===== src/rtl/chan_block_arbiter_pkg.sv =====
// Shared constants for the channel block arbiter: header field positions,
// datapath widths and the one-hot FSM state encoding.
package chan_blk_pkg;

  localparam int unsigned HDR_START_BIT  = 15;
  localparam int unsigned HDR_MASTER_BIT = 14;
  localparam int unsigned HDR_NUM_MSB    = 13;
  localparam int unsigned HDR_NUM_LSB    = 8;
  localparam int unsigned HDR_LEN_MSB    = 7;
  localparam int unsigned HDR_LEN_LSB    = 0;

  localparam int unsigned WORD_W = 16;
  localparam int unsigned REM_W  = 9;
  localparam int unsigned ERR_W  = 16;
  localparam int unsigned CH_W   = 6;

  localparam logic [3:0] ST_IDLE = 4'b0001;
  localparam logic [3:0] ST_HDR  = 4'b0010;
  localparam logic [3:0] ST_TRG  = 4'b0100;
  localparam logic [3:0] ST_DATA = 4'b1000;

  typedef enum logic [3:0] {
    S_IDLE = ST_IDLE,
    S_HDR  = ST_HDR,
    S_TRG  = ST_TRG,
    S_DATA = ST_DATA
  } state_e;

  // Data-word count carried in a block header, widened to the remaining-words counter.
  function automatic logic [REM_W-1:0] hdr_len(input logic [WORD_W-1:0] w);
    return REM_W'(w[HDR_LEN_MSB:HDR_LEN_LSB]);
  endfunction

endpackage


===== src/rtl/chan_block_arbiter_if.sv =====
// Channel-side and merged-stream signals of the block arbiter.
// master = arbiter side, slave = channel array / downstream side.
interface chan_block_arbiter_if
  import chan_blk_pkg::*;
#(
  parameter int unsigned NCH = 16
);
  logic [WORD_W*NCH-1:0] ch_dout;
  logic [NCH-1:0]        ch_req;
  logic [NCH-1:0]        ch_ack;
  logic [WORD_W-1:0]     dout;
  logic                  dvalid;
  logic                  dready;
  logic                  dlast;
  logic [CH_W-1:0]       cur_ch;
  logic                  busy;
  logic [ERR_W-1:0]      err_cnt;

  modport master (
    input  ch_dout, ch_req, dready,
    output ch_ack, dout, dvalid, dlast, cur_ch, busy, err_cnt
  );

  modport slave (
    output ch_dout, ch_req, dready,
    input  ch_ack, dout, dvalid, dlast, cur_ch, busy, err_cnt
  );
endinterface


===== src/rtl/chan_block_arbiter_rr_pick.sv =====
// Round-robin priority encoder: first asserted req at or after ptr, wrapping.
module rr_pick #(
  parameter  int unsigned NCH = 16,
  localparam int unsigned IW  = (NCH > 1) ? $clog2(NCH) : 1
) (
  input  logic [NCH-1:0] req,
  input  logic [IW-1:0]  ptr,
  output logic [IW-1:0]  idx,
  output logic           any
);
  int k;

  // Scan from the farthest offset down so the nearest request wins last.
  always_comb begin
    idx = '0;
    any = 1'b0;
    k   = 0;
    for (int i = NCH - 1; i >= 0; i--) begin
      k = (int'(ptr) + i) % int'(NCH);
      if (req[IW'(k)]) begin
        idx = IW'(k);
        any = 1'b1;
      end
    end
  end
endmodule


===== src/rtl/chan_block_arbiter.sv =====
// Merges per-channel block FIFOs into one 16-bit stream, one whole block per grant.
// Optional stall watchdog with zero padding: define ARB_TIMEOUT_EN.
module chan_block_arbiter
  import chan_blk_pkg::*;
#(
  parameter int unsigned NCH = 16
`ifdef ARB_TIMEOUT_EN
  , parameter int unsigned TOWIDTH = 8
`endif
) (
  input logic                  clk,
  input logic                  reset,
  chan_block_arbiter_if.master bus
);
  localparam int unsigned IW = (NCH > 1) ? $clog2(NCH) : 1;

  state_e             state_q, state_d;
  logic [IW-1:0]      ch_q, ch_d, rr_q, rr_d;
  logic [REM_W-1:0]   rem_q, rem_d;
  logic [WORD_W-1:0]  dout_q, dout_d;
  logic               dvalid_q, dvalid_d, dlast_q, dlast_d, busy_q, busy_d;
  logic [ERR_W-1:0]   err_q, err_d;

  logic [WORD_W-1:0]  words [NCH];
  logic [NCH-1:0]     ack_c;
  logic [IW-1:0]      pick_idx;
  logic               pick_any;
  logic [WORD_W-1:0]  word;
  logic               vld, fire, emit, last, to_idle, err_inc, pad;

  for (genvar g = 0; g < NCH; g++) begin : g_words
    assign words[g] = bus.ch_dout[WORD_W*g +: WORD_W];
  end

  rr_pick #(.NCH(NCH)) u_pick (
    .req (bus.ch_req),
    .ptr (rr_q),
    .idx (pick_idx),
    .any (pick_any)
  );

`ifdef ARB_TIMEOUT_EN
  localparam int unsigned WD_MAX = (1 << TOWIDTH) - 1;
  logic [TOWIDTH-1:0] wd_q, wd_d;
  logic               pad_q, pad_d;
  assign pad = pad_q;
`else
  assign pad = 1'b0;
`endif

  always_comb begin
    state_d  = state_q;
    ch_d     = ch_q;
    rr_d     = rr_q;
    rem_d    = rem_q;
    dout_d   = dout_q;
    dvalid_d = dvalid_q && !bus.dready;
    dlast_d  = dlast_q && !bus.dready;
    err_d    = err_q;
    ack_c    = '0;
    emit     = 1'b0;
    last     = 1'b0;
    to_idle  = 1'b0;
    err_inc  = 1'b0;
    // While padding, the granted channel is replaced by an always-valid zero source.
    word     = pad ? '0 : words[ch_q];
    vld      = pad || bus.ch_req[ch_q];
    fire     = (state_q != S_IDLE) && vld && (!dvalid_q || bus.dready);
    if (fire && !pad) ack_c = NCH'(1) << ch_q;

    case (state_q)
      S_IDLE: if (pick_any) begin
        ch_d    = pick_idx;
        state_d = S_HDR;
      end
      S_HDR: if (fire) begin
        if (!word[HDR_START_BIT]) begin
          err_inc = 1'b1;
          to_idle = 1'b1;
        end else begin
          emit  = 1'b1;
          rem_d = hdr_len(word);
          if (word[HDR_MASTER_BIT])       state_d = S_TRG;
          else if (hdr_len(word) == '0) begin
            last    = 1'b1;
            to_idle = 1'b1;
          end else                        state_d = S_DATA;
        end
      end
      S_TRG: if (fire) begin
        emit = 1'b1;
        if (rem_q == '0) begin
          last    = 1'b1;
          to_idle = 1'b1;
        end else state_d = S_DATA;
      end
      S_DATA: if (fire) begin
        emit  = 1'b1;
        rem_d = rem_q - 1'b1;
        if (rem_q == REM_W'(1)) begin
          last    = 1'b1;
          to_idle = 1'b1;
        end
      end
      default: state_d = S_IDLE;
    endcase

`ifdef ARB_TIMEOUT_EN
    wd_d  = wd_q;
    pad_d = pad_q;
    // Watchdog: a stalled header just abandons the grant; a stalled body is padded out.
    if (state_q == S_IDLE || (fire && !pad_q)) begin
      wd_d = '0;
    end else if (!pad_q && !bus.ch_req[ch_q]) begin
      if (wd_q == TOWIDTH'(WD_MAX - 1)) begin
        wd_d    = '0;
        err_inc = 1'b1;
        if (state_q == S_HDR) to_idle = 1'b1;
        else                  pad_d   = 1'b1;
      end else begin
        wd_d = wd_q + 1'b1;
      end
    end
    if (to_idle) pad_d = 1'b0;
`endif

    if (emit) begin
      dout_d   = word;
      dvalid_d = 1'b1;
      dlast_d  = last;
    end
    if (to_idle) begin
      state_d = S_IDLE;
      rr_d    = (ch_q == IW'(NCH - 1)) ? '0 : ch_q + 1'b1;
    end
    if (err_inc && err_q != '1) err_d = err_q + 1'b1;
    busy_d = (state_d != S_IDLE);
  end

  always_ff @(posedge clk or posedge reset) begin
    if (reset) begin
      state_q  <= S_IDLE;
      ch_q     <= '0;
      rr_q     <= '0;
      rem_q    <= '0;
      dout_q   <= '0;
      dvalid_q <= 1'b0;
      dlast_q  <= 1'b0;
      busy_q   <= 1'b0;
      err_q    <= '0;
`ifdef ARB_TIMEOUT_EN
      wd_q     <= '0;
      pad_q    <= 1'b0;
`endif
    end else begin
      state_q  <= state_d;
      ch_q     <= ch_d;
      rr_q     <= rr_d;
      rem_q    <= rem_d;
      dout_q   <= dout_d;
      dvalid_q <= dvalid_d;
      dlast_q  <= dlast_d;
      busy_q   <= busy_d;
      err_q    <= err_d;
`ifdef ARB_TIMEOUT_EN
      wd_q     <= wd_d;
      pad_q    <= pad_d;
`endif
    end
  end

  assign bus.ch_ack  = ack_c;
  assign bus.dout    = dout_q;
  assign bus.dvalid  = dvalid_q;
  assign bus.dlast   = dlast_q;
  assign bus.cur_ch  = CH_W'(ch_q);
  assign bus.busy    = busy_q;
  assign bus.err_cnt = err_q;
endmodule


===== src/flat_wrapper.sv =====
// flat-port wrapper written by rule: the top's interface ports become plain ports
module chan_block_arbiter_flat import chan_blk_pkg::*;
#(
  parameter int unsigned NCH = 16

)
  (clk, reset, bus_ch_dout, bus_ch_req, bus_dready, bus_ch_ack, bus_dout, bus_dvalid, bus_dlast, bus_cur_ch, bus_busy, bus_err_cnt);
  chan_block_arbiter_if #(.NCH(NCH)) bus_i ();
  input logic clk;
  input logic reset;
  input wire logic [$bits(bus_i.ch_dout)-1:0] bus_ch_dout;
  input wire logic [$bits(bus_i.ch_req)-1:0] bus_ch_req;
  input wire logic [$bits(bus_i.dready)-1:0] bus_dready;
  output wire logic [$bits(bus_i.ch_ack)-1:0] bus_ch_ack;
  output wire logic [$bits(bus_i.dout)-1:0] bus_dout;
  output wire logic [$bits(bus_i.dvalid)-1:0] bus_dvalid;
  output wire logic [$bits(bus_i.dlast)-1:0] bus_dlast;
  output wire logic [$bits(bus_i.cur_ch)-1:0] bus_cur_ch;
  output wire logic [$bits(bus_i.busy)-1:0] bus_busy;
  output wire logic [$bits(bus_i.err_cnt)-1:0] bus_err_cnt;
  assign bus_i.ch_dout = bus_ch_dout;
  assign bus_i.ch_req = bus_ch_req;
  assign bus_i.dready = bus_dready;
  assign bus_ch_ack = bus_i.ch_ack;
  assign bus_dout = bus_i.dout;
  assign bus_dvalid = bus_i.dvalid;
  assign bus_dlast = bus_i.dlast;
  assign bus_cur_ch = bus_i.cur_ch;
  assign bus_busy = bus_i.busy;
  assign bus_err_cnt = bus_i.err_cnt;
  chan_block_arbiter #(.NCH(NCH)) u_core (.clk(clk), .reset(reset), .bus(bus_i));
endmodule

===== config.mk =====
export PLATFORM = sky130hd
export DESIGN_NAME = chan_block_arbiter_flat
export DESIGN_NICKNAME = d
export VERILOG_FILES = /design/src/rtl/chan_block_arbiter_pkg.sv /design/src/rtl/chan_block_arbiter_if.sv /design/src/rtl/chan_block_arbiter_rr_pick.sv /design/src/rtl/chan_block_arbiter.sv /design/src/flat_wrapper.sv
export SDC_FILE = /design/constraint.sdc
export NUM_CORES = 1
export LEC_CHECK = 0
export ABC_AREA = 0
export CAP_MARGIN = 40
export CORE_MARGIN = 1
export CORE_UTILIZATION = 39
export DETAILED_ROUTE_END_ITERATION = 6
export GPL_ROUTABILITY_DRIVEN = 0
export MAX_ROUTING_LAYER = met4
export PLACE_DENSITY = 0.86
export SETUP_SLACK_MARGIN = 0.1
export SLEW_MARGIN = 20
export SYNTH_ARGS = -nofsm -noshare
export SYNTH_HDL_FRONTEND = slang
export SYNTH_SLANG_ARGS = --single-unit

===== constraint.sdc =====
create_clock -name clk -period 4.2 [get_ports clk]
set_input_delay 0.84 -clock clk [delete_from_list [all_inputs] [get_ports clk]]
set_output_delay 0.84 -clock clk [all_outputs]
set_load 0.01 [all_outputs]

Cell placement:
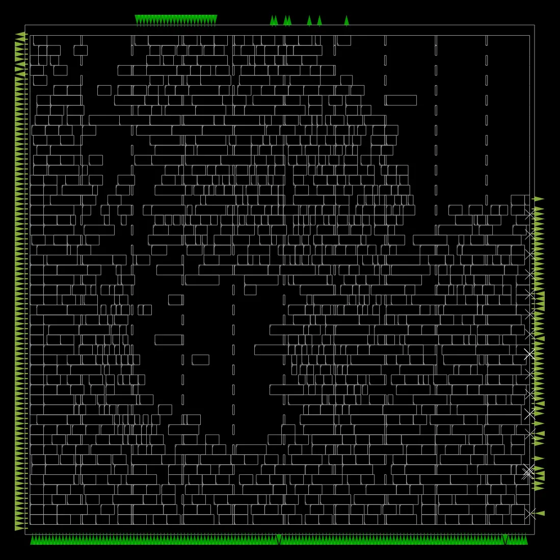
flop share of the area: 12.6%
flip-flops: 56
tap cells: 229
filler instances: 1,414
Non-Filler Instances: 1,268

Routed metal, one color a layer:
Bar = 50 um.
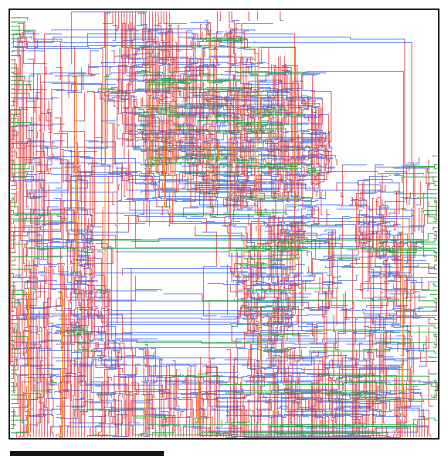
- orange: met4 (wire length 1,120 um)
- red: met2 (wire length 14,500 um)
- blue: met1 (wire length 12,100 um)
- green: met3 (wire length 3,240 um)
Post-Route WL: 30.9 mm
routed vias: 7,970
Avg WL per Cell: 24.4 um

Gate families picked out:
Bar = 50 um.
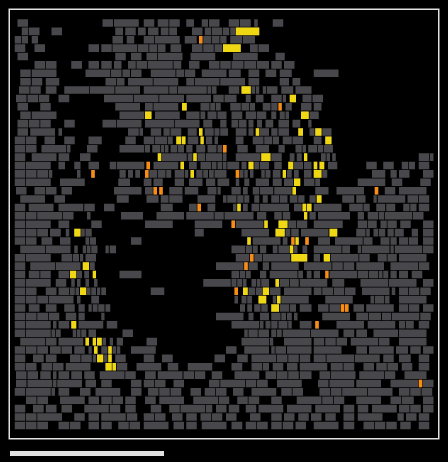
- orange: inverters (cells 22)
- yellow: NOR gates (cells 64)
commonest non-fill, non-tap cell in the layout: clkdlybuf4s50_1
Comb/total area: 49.9%

Metal 4:
Bar = 50 um.
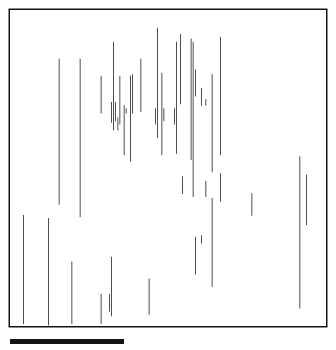
- longest straight run: 69.4 um
- nets with wire on the layer: 41

Placed cells, one color a class:
Bar = 50 um. Fill, decap, tap and diode cells in gray.
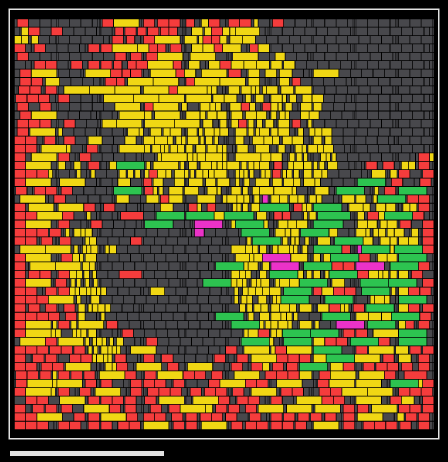
- magenta: clock drivers and dummy loads (cells 8)
- red: other buffers and delay cells (cells 373)
- green: flip-flops (cells 56)
- yellow: all other logic (cells 596)
Rows: 49
Util after Layout: 61.6%
design area: 0.0112 mm^2
core area: 0.0181 mm^2

==> flow_summary_export.csv <==
group,metric,value,unit
die,ios,332,
min_path,worstHoldStart,"u_core.rem_q[8]",
timing,fmax,0.247,GHz
critical_path,critPathMaxStageDelay,0.48,ns
die,die_h,139,um
clock_network,clock-sinks,56,
placement,placed_cells,1253,
run_status,outcome,"complete, but fails checks",
pwr,p_per_area,702,mW/mm^2
timing,timing.final.crit_period,4.04,ns
timing,rsz0062_at_grt,"false",
detailed_routing,viasPerCell,6.29,
cells_and_area,drive_gt1_share,19.7,%
grt,grtUsageTotal,33.0,%
min_path,hold_path_depth,1,
critical_path,slowest_stage,"mux4_2",
logic_synthesis,ys_sh_aoi,11.4,%
die,fp_util,40.3,%
logic_synthesis,synth-adder-area-share,2.74,%
pwr,sw_frac_of_total,49.0,%
pwr,ir_drop,312,uV
pwr,clkPwrFrac,5.3,%
detailed_routing,post-route-drc-count,20,
pwr,seqPwrFrac,12.2,%
min_path,holdPathEnd,"u_core.rem_q[8]",
logic_synthesis,synth_area,0.00730,mm^2
grt,grt_pass1_wl,46.6,mm
grt,grt_max_degree,56,
run_status,violations,"DRC",
-- worst max-delay path by stage --
stage,from,to,slack (ns)
2_1_floorplan,u_core.rr_q[1],u_core.ch_q[0],0.14
3_3_place_gp,bus_ch_req[1],bus_ch_ack[8],0.09
3_5_place_dp,bus_ch_req[13],bus_ch_ack[13],-0.02
4_1_cts,bus_ch_req[13],bus_ch_ack[9],0.14
5_1_grt,bus_ch_req[15],bus_ch_ack[9],0.12
6_report,bus_ch_req[5],bus_ch_ack[8],0.16
-- layout by cell type, fill, tap and decap left out, types with 5 or more instances in the layout --
cell type / instances
nor2_1: 28
nor4_1: 8
xor2_1: 6
and3_1: 21
a21oi_1: 22
buf_4: 40
clkbuf_16: 5
nand2b_1: 7
o22ai_1: 5
inv_1: 18
mux2i_1: 37
clkdlybuf4s50_1: 329
and2_1: 12
ha_1: 16
diode_2: 6
a31oi_1: 12
nor3b_1: 5
o21ai_0: 29
nand3_1: 26
nor3_1: 11
mux4_2: 99
nand2_1: 79
nor2b_1: 5
or3_1: 5
a22o_1: 7
mux2_2: 28
xnor2_1: 20
dfrtp_1: 52
and4_1: 5
-- repair_timing --
| action | 4_1_cts | 5_1_grt |
|---|---|---|
| setup buffers | 0 | 0 |
| endpoints found under the hold margin | 0 | 0 |
| endpoints found under the setup margin | 10 | 13 |
| pin swaps | 0 | 2 |
| gates resized | 4 | 5 |
| hold buffers | 0 | 0 |
-- per-layer routing --
metal	up-vias	part of all wire, %	global-route usage, %
li1	3438	-	-
met1	3864	39	40.6
met2	579	47	52.3
met3	89	10	8.60
met4	0	3.6	11.9
met5	-	0	-
No activity file was given, so power comes from the tool's default toggle rates.
